--- src/rtl/ex_hazard_sequencer.sv ---
// EX-stage hazard sequencer: load-use stalls, multi-cycle multiply occupancy,
// and branch-taken flushes for a five-stage pipeline.
module ex_hazard_sequencer #(
    parameter int unsigned MULT_LATENCY = 4
) (
    input  logic        clk,
    input  logic        rst,
    input  logic [4:0]  id_rs,
    input  logic [4:0]  id_rt,
    input  logic        id_uses_rt,
    input  logic        ex_MemRead,
    input  logic [4:0]  ex_dest,
    input  logic        ex_mult_valid,
    input  logic        mem_branch,
    input  logic        mem_zero,
    output logic        pc_write,
    output logic        if_id_write,
    output logic        id_ex_write,
    output logic        id_ex_bubble,
    output logic        ex_mem_bubble,
    output logic        flush_if_id,
    output logic        flush_id_ex,
    output logic        flush_ex_mem,
    output logic        mult_busy,
    output logic        mult_done,
    output logic [15:0] stall_count,
    output logic [1:0]  state
);

    typedef enum logic [1:0] {
        RUN  = 2'd0,
        MULT = 2'd1,
        DONE = 2'd2
    } state_t;

    // The entry cycle is spent in RUN and the final count cycle in MULT, hence -2.
    localparam logic [3:0] CNT_LOAD = 4'(MULT_LATENCY - 2);

    state_t      state_r;
    state_t      state_next_s;
    logic [3:0]  cnt_r;
    logic [3:0]  cnt_next_s;
    logic        branch_taken_s;
    logic        load_use_s;

    assign branch_taken_s = mem_branch & mem_zero;
    assign load_use_s     = ex_MemRead & (ex_dest != 5'd0) &
                            ((ex_dest == id_rs) | (id_uses_rt & (ex_dest == id_rt)));
    assign state          = state_r;

    // Next-state and hazard-control decode; branch resolution outranks everything.
    always_comb begin
        pc_write      = 1'b1;
        if_id_write   = 1'b1;
        id_ex_write   = 1'b1;
        id_ex_bubble  = 1'b0;
        ex_mem_bubble = 1'b0;
        flush_if_id   = 1'b0;
        flush_id_ex   = 1'b0;
        flush_ex_mem  = 1'b0;
        mult_busy     = 1'b0;
        mult_done     = 1'b0;
        state_next_s  = state_r;
        cnt_next_s    = 4'd0;
        if (rst) begin
            pc_write      = 1'b0;
            if_id_write   = 1'b0;
            id_ex_write   = 1'b0;
            id_ex_bubble  = 1'b1;
            ex_mem_bubble = 1'b1;
            flush_if_id   = 1'b1;
            flush_id_ex   = 1'b1;
            flush_ex_mem  = 1'b1;
            state_next_s  = RUN;
        end else if (branch_taken_s) begin
            flush_if_id  = 1'b1;
            flush_id_ex  = 1'b1;
            flush_ex_mem = 1'b1;
            state_next_s = RUN;
        end else begin
            case (state_r)
                RUN: begin
                    if (ex_mult_valid) begin
                        pc_write      = 1'b0;
                        if_id_write   = 1'b0;
                        id_ex_write   = 1'b0;
                        ex_mem_bubble = 1'b1;
                        mult_busy     = 1'b1;
                        state_next_s  = MULT;
                        cnt_next_s    = CNT_LOAD;
                    end else if (load_use_s) begin
                        pc_write     = 1'b0;
                        if_id_write  = 1'b0;
                        id_ex_bubble = 1'b1;
                    end else begin
                        state_next_s = RUN;
                    end
                end
                MULT: begin
                    pc_write      = 1'b0;
                    if_id_write   = 1'b0;
                    id_ex_write   = 1'b0;
                    ex_mem_bubble = 1'b1;
                    mult_busy     = 1'b1;
                    if (cnt_r == 4'd0) begin
                        state_next_s = DONE;
                    end else begin
                        cnt_next_s = cnt_r - 4'd1;
                    end
                end
                DONE: begin
                    mult_done = 1'b1;
                    if (load_use_s) begin
                        pc_write     = 1'b0;
                        if_id_write  = 1'b0;
                        id_ex_bubble = 1'b1;
                    end else begin
                        pc_write = 1'b1;
                    end
                    // Back-to-back multiply re-enters MULT straight from DONE.
                    if (ex_mult_valid) begin
                        state_next_s = MULT;
                        cnt_next_s   = CNT_LOAD;
                    end else begin
                        state_next_s = RUN;
                    end
                end
                default: begin
                    pc_write      = 1'b0;
                    if_id_write   = 1'b0;
                    id_ex_write   = 1'b0;
                    id_ex_bubble  = 1'b1;
                    ex_mem_bubble = 1'b1;
                    state_next_s  = RUN;
                end
            endcase
        end
    end

    // State and multiply-counter registers.
    always_ff @(posedge clk) begin
        if (rst) begin
            state_r <= RUN;
            cnt_r   <= 4'd0;
        end else begin
            state_r <= state_next_s;
            cnt_r   <= cnt_next_s;
        end
    end

    // Saturating count of cycles in which the PC was held.
    always_ff @(posedge clk) begin
        if (rst) begin
            stall_count <= 16'd0;
        end else if (!pc_write && (stall_count != 16'hFFFF)) begin
            stall_count <= stall_count + 16'd1;
        end else begin
            stall_count <= stall_count;
        end
    end

endmodule

--- config.mk ---
export PLATFORM = sky130hd
export DESIGN_NAME = ex_hazard_sequencer
export DESIGN_NICKNAME = d
export VERILOG_FILES = /design/src/rtl/ex_hazard_sequencer.sv
export SDC_FILE = /design/constraint.sdc
export NUM_CORES = 1
export LEC_CHECK = 0
export CAP_MARGIN = 0
export CORE_MARGIN = 1.5
export CORE_UTILIZATION = 47
export CTS_CLUSTER_SIZE = 10
export DETAILED_ROUTE_END_ITERATION = 6
export GPL_ROUTABILITY_DRIVEN = 1
export GPL_TIMING_DRIVEN = 0
export PLACE_DENSITY = 0.93
export SETUP_SLACK_MARGIN = 0.02
export SLEW_MARGIN = 20
export SYNTH_ARGS = -nofsm -noshare
export SYNTH_HDL_FRONTEND = slang
export SYNTH_SLANG_ARGS = --single-unit
--- constraint.sdc ---
create_clock -name clk -period 5.5 [get_ports clk]
set_clock_uncertainty 0.2 [all_clocks]
set_input_delay 1.1 -clock clk [delete_from_list [all_inputs] [get_ports clk]]
set_output_delay 1.1 -clock clk [all_outputs]
set_load 0.05 [all_outputs]
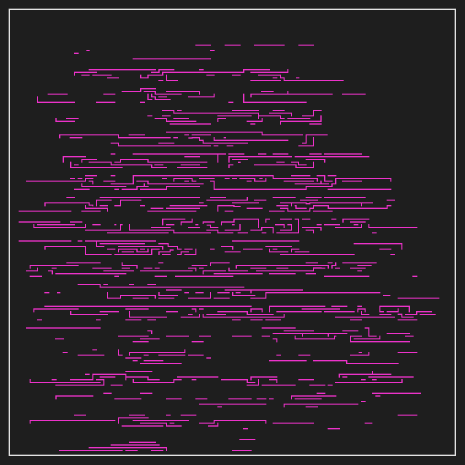
*Signal wires on met1, run 1*
Drawn at 8 px/µm.
The wires run mostly horizontal. The layer holds 40% of the routed length. The longest straight run is 25.8 µm.
detailed-route via count: 1411
met1 usage: 28.8%
drt total wl: 3890 µm

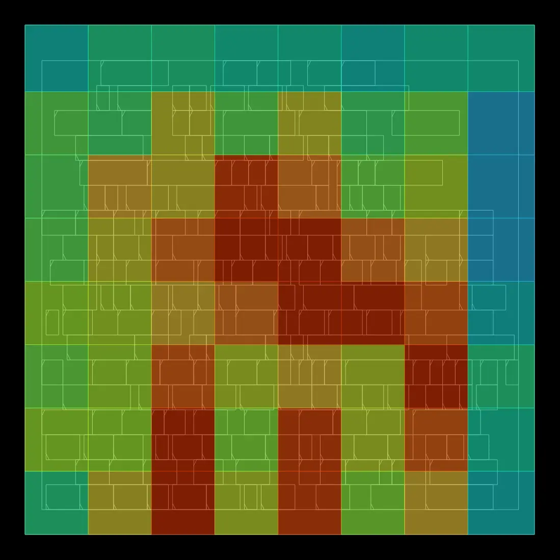
*Routing congestion map, run 1*
WL/cell: 16.5 µm
GR Layer Usage met3: 3.51%

==> results.sh, run 1 <==
# implementation run metrics
export IMPL_status="finished, final reports clean"
export IMPL_ff_count=22
export IMPL_wl_met2_um=2120
export IMPL_ctsRootBufferMaster="clkbuf_4"
export IMPL_route_detailed_drc=0
export IMPL_tightest_slew_ns=0.506
export IMPL_path_cells="clkdlybuf4s50_1 -> xnor2_1 -> nand3_1 -> o22ai_1 -> a31oi_1 -> o21bai_1 -> clkdlybuf4s50_1"
export IMPL_dominant_cells="multi-input combinational cells"
export IMPL_grt_pass1_vias=1328
export IMPL_drtAntennaViolNets=0
export IMPL_largest_area_cell="dfxtp_1"
export IMPL_seq_area_frac_synth_pct=33.9
export IMPL_pwr_share_clk_pct=31.0
export IMPL_async_reset_ff_share_pct=0
export IMPL_drv_cap=0
export IMPL_path_class="primary input to output port"
export IMPL_wl_met3_um=165
export IMPL_p_leak_nw=0.643
export IMPL_ys_top_cells_by_count="dfxtp_1, a21oi_1, nand2_1"
export IMPL_largest_register="stall_count"
export IMPL_synthCells=153
export IMPL_post_dp_hpwl_um=2920
export IMPL_fillers=195
export IMPL_max_vdd_ir_drop_uv=196
export IMPL_r2r_start="stall_count[6]"
export IMPL_p_clk_uw=125
export IMPL_max_freq_ghz=0.211
export IMPL_p_sw_share_pct=29.8
export IMPL_clk_share_pct=2.80
export IMPL_cp_arrival_ns=3.45
export IMPL_core_area_mm2=0.00254
export IMPL_synth_top_cell_by_count="dfxtp_1"
export IMPL_hold_buffers=0
export IMPL_dr_max_layer_used="met4"
export IMPL_final_cell_mix="clkdlybuf4s50_1, dfxtp_1, a21oi_1, nand2_1, xnor2_1"
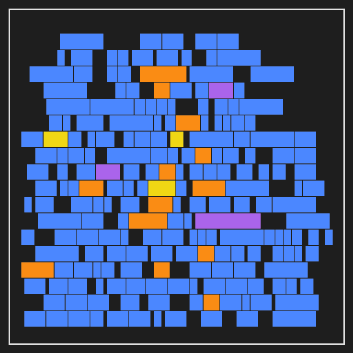
*Cells by drive strength, run 1*
Drawn at 6 px/µm.
Purple stands for drive 6 and up, cells 3, share 1.5%. Yellow stands for drive 2, cells 3, share 1.5%. Blue stands for drive 1 or less, cells 187, share 91%. Orange stands for drive 3 to 4, cells 13, share 6.3%.
nonclk buf count: 58
P&R area growth vs syn: 44.7%
fin worst setup slack: 0.750 ns
Final Instance Area: 0.00188 mm²

run 1: stage by stage:
stage | util (%) | hold WS, ns | std cells | worst slack, ns
4_1_cts | 73.8 | 0.290 | 236 | 0.746
6_report | 73.8 | 0.297 | 236 | 0.750
2_1_floorplan | - | 0.234 | 153 | 1.07
3_3_place_gp | 71.8 | 0.251 | 232 | 0.861
5_1_grt | 73.8 | 0.312 | 236 | 0.619
3_5_place_dp | 71.8 | 0.274 | 232 | 0.756
run 1: worst max-delay path, delay by kind of cell:
kind	cells	cell delay, ns
buffers and inverters	2	1.36
AOI/OAI and AO/OA	3	0.72
xor gates and xnor gates	1	0.15
and+or+nand+nor	1	0.11
==> run 2: changes to the inputs <==
--- a/config.mk
+++ b/config.mk
@@ -5,7 +5,7 @@
 export SDC_FILE = /design/constraint.sdc
 export NUM_CORES = 1
 export LEC_CHECK = 0
-export CAP_MARGIN = 0
+export CAP_MARGIN = 20
 export CORE_MARGIN = 1.5
 export CORE_UTILIZATION = 47
 export CTS_CLUSTER_SIZE = 10
==> constraint.sdc (replaced) <==
create_clock -name clk -period 5.8 [get_ports clk]
set_clock_uncertainty 0.2 [all_clocks]
set_input_delay 1.16 -clock clk [delete_from_list [all_inputs] [get_ports clk]]
set_output_delay 1.16 -clock clk [all_outputs]
set_load 0.05 [all_outputs]
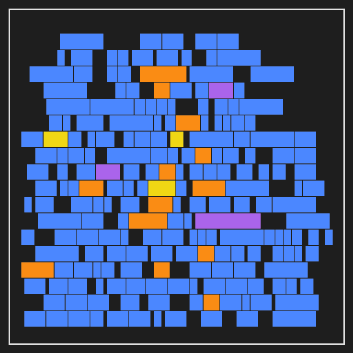
*Cells by drive strength, run 2*
Drawn at 6 px/µm.
Blue stands for drive 1 or less, cells 187, share 91%. Orange stands for drive 3 to 4, cells 13, share 6.3%. Purple stands for drive 6 and up, cells 3, share 1.5%. Yellow stands for drive 2, cells 3, share 1.5%.
fin worst setup slack: 0.930 ns

==> results.sh, run 2 <==
# implementation run metrics
export IMPL_dominant_cells="multi-input combinational cells"
export IMPL_wl_met3_um=165
export IMPL_path_cells="clkdlybuf4s50_1 -> xnor2_1 -> nand3_1 -> o22ai_1 -> a31oi_1 -> o21bai_1 -> clkdlybuf4s50_1"
export IMPL_wl_met2_um=2120
export IMPL_nonClockBufferCount=58
export IMPL_clk_share_pct=2.80
export IMPL_synth_top_cell_by_count="dfxtp_1"
export IMPL_wl_per_cell_um=16.5
export IMPL_core_area_mm2=0.00254
export IMPL_final_cell_mix="clkdlybuf4s50_1, dfxtp_1, a21oi_1, nand2_1, xnor2_1"
export IMPL_hold_buffers=0
export IMPL_status="finished, final reports clean"
export IMPL_fin_util_pct=73.8
export IMPL_r2r_start="stall_count[6]"
export IMPL_dp_cells=232
export IMPL_vias=1411
export IMPL_critPathBufInv=2
export IMPL_max_freq_ghz=0.205
export IMPL_pre_cts_slack_ns=0.936
export IMPL_pwr_share_clk_pct=31.0
export IMPL_p_sw_share_pct=29.8
export IMPL_max_vdd_ir_drop_uv=186
export IMPL_instances_no_fill=236
export IMPL_holdWs_ns=0.297
export IMPL_drtAntennaViolNets=0
export IMPL_ctsRootBufferMaster="clkbuf_4"
export IMPL_route_detailed_drc=0
==> run 2: path summary, 6_finish.rpt <==
check	slack [ns]	cells after the start	to
hold / removal	0.30	2	cnt_r[3]
hold reg to reg	0.30	2	cnt_r[3]
setup reg to reg	3.14	8	stall_count[15]
setup / recovery	0.93	7	id_ex_bubble
==> run 2: cell families (layout without fill, tap and decap cells) <==
family                   count (synthesis)  in the layout  share of synthesized area, %
XOR/XNOR                                11             11                          7.42
multiplexers                             4              4                          3.95
buffers and inverters                   12             65                          5.49
adder cells (fa/ha/maj)                  1              1                         0.963
AND-OR/OR-AND                           36             36                          17.8
AND/OR/NAND/NOR                         67             67                          30.4
flip-flops                              22             22                          33.9
==> run 3: changes to the inputs <==
--- a/config.mk
+++ b/config.mk
@@ -7,12 +7,12 @@
 export LEC_CHECK = 0
 export CAP_MARGIN = 20
 export CORE_MARGIN = 1.5
-export CORE_UTILIZATION = 47
+export CORE_UTILIZATION = 39
 export CTS_CLUSTER_SIZE = 10
 export DETAILED_ROUTE_END_ITERATION = 6
 export GPL_ROUTABILITY_DRIVEN = 1
 export GPL_TIMING_DRIVEN = 0
-export PLACE_DENSITY = 0.93
+export PLACE_DENSITY = 0.83
 export SETUP_SLACK_MARGIN = 0.02
 export SLEW_MARGIN = 20
 export SYNTH_ARGS = -nofsm -noshare
==> constraint.sdc (replaced) <==
create_clock -name clk -period 4.4 [get_ports clk]
set_clock_uncertainty 0.2 [all_clocks]
set_input_delay 0.88 -clock clk [delete_from_list [all_inputs] [get_ports clk]]
set_output_delay 0.88 -clock clk [all_outputs]
set_load 0.05 [all_outputs]
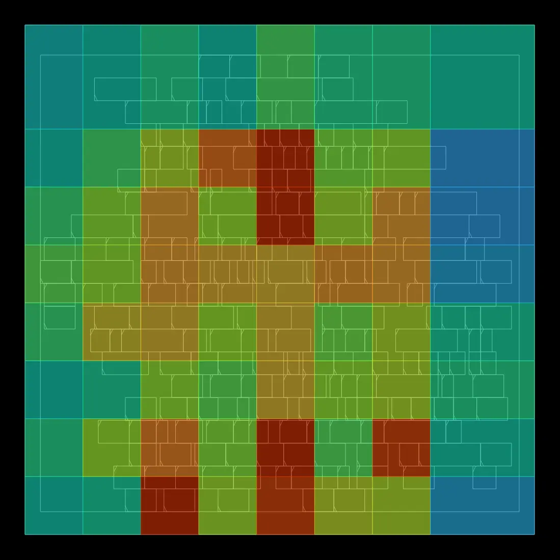
*Routing congestion map, run 3*
all-layer global routing usage: 18.0%
Most Used Layer, Global Route: met2
Final Core Density: 60.7%
met1 usage: 23.3%

==> results.sh, run 3 <==
# implementation run metrics
export IMPL_post_dp_hpwl_um=2420
export IMPL_cp_max_fo=4
export IMPL_p_sw_share_pct=31.5
export IMPL_r2r_cells=8
export IMPL_p_leak_nw=0.645
export IMPL_vias=1315
export IMPL_worstHoldEndpoint="cnt_r[3]"
export IMPL_final_cell_mix="clkdlybuf4s50_1, dfxtp_1, a21oi_1, nand2_1, xnor2_1"
export IMPL_path_depth=7
export IMPL_async_reset_ff_share_pct=0
export IMPL_wl_per_cell_um=12.6
export IMPL_hold_buffers=0
export IMPL_pwr_share_clk_pct=24.3
export IMPL_crit_family="buffers and inverters"
export IMPL_grt_use_met3_pct=4.05
export IMPL_pre_cts_slack_ns=0.168
export IMPL_adder_share_pct=0.963
export IMPL_dr_max_layer_used="met4"
export IMPL_crit_path_end="pc_write"
export IMPL_ys_sh_simple_pct=30.4
export IMPL_rr_endpoint="stall_count[9]"
export IMPL_max_vdd_ir_drop_uv=134
export IMPL_largest_area_cell="dfxtp_1"
export IMPL_status="finished, final reports clean"
export IMPL_min_path_cells=2
export IMPL_seq_area_frac_synth_pct=33.9
export IMPL_startpoint_type="primary input"
export IMPL_drtAntennaViolNets=0
export IMPL_core_area_mm2=0.00310
export IMPL_wl_met2_um=1580
export IMPL_yosys_area_share_aoi_pct=17.8
export IMPL_path_class="primary input to output port"
export IMPL_holdWs_ns=0.279
export IMPL_cp_arrival_ns=3.11
export IMPL_routed_wl_um=3150
export IMPL_critPathBufInv=3
export IMPL_path_cells="clkdlybuf4s50_1 -> xnor2_1 -> nand4_1 -> o22ai_1 -> a41oi_1 -> buf_4 -> clkdlybuf4s50_1"
export IMPL_rrSetupSlack_ns=1.82
export IMPL_synth_top_cell_by_count="dfxtp_1"
export IMPL_ff_count=22
export IMPL_max_freq_ghz=0.238
export IMPL_fillers=288
export IMPL_largest_register="stall_count"
export IMPL_logic_family="simple AND/OR/NAND/NOR gates"
export IMPL_tightest_slew_ns=0.515
export IMPL_synthXorXnorAreaFrac_pct=7.42
export IMPL_route_detailed_drc=0
export IMPL_clk_share_pct=1.93
[run 3: cell counts after synthesis]
No cell type changed its count.
[run 3: metrics by stage]
step | instances | cell area [µm²]
global placement | 246 | 1840
floorplan | 153 | 1300
finish | 250 | 1880
global route | 250 | 1880
CTS | 250 | 1880
detailed placement | 246 | 1840
[run 3: power by group through the flow]
| stage | registers (mW) | logic (mW) | clock network [mW] |
|---|---|---|---|
| after floorplan | 0.230 | 0.0676 | 0 |
| after global placement | 0.216 | 0.132 | 0 |
| after detailed placement | 0.216 | 0.133 | 0 |
| after CTS | 0.212 | 0.134 | 0.113 |
| after global routing | 0.214 | 0.143 | 0.123 |
| final | 0.212 | 0.133 | 0.111 |
No activity file was given, so power comes from the tool's default toggle rates.
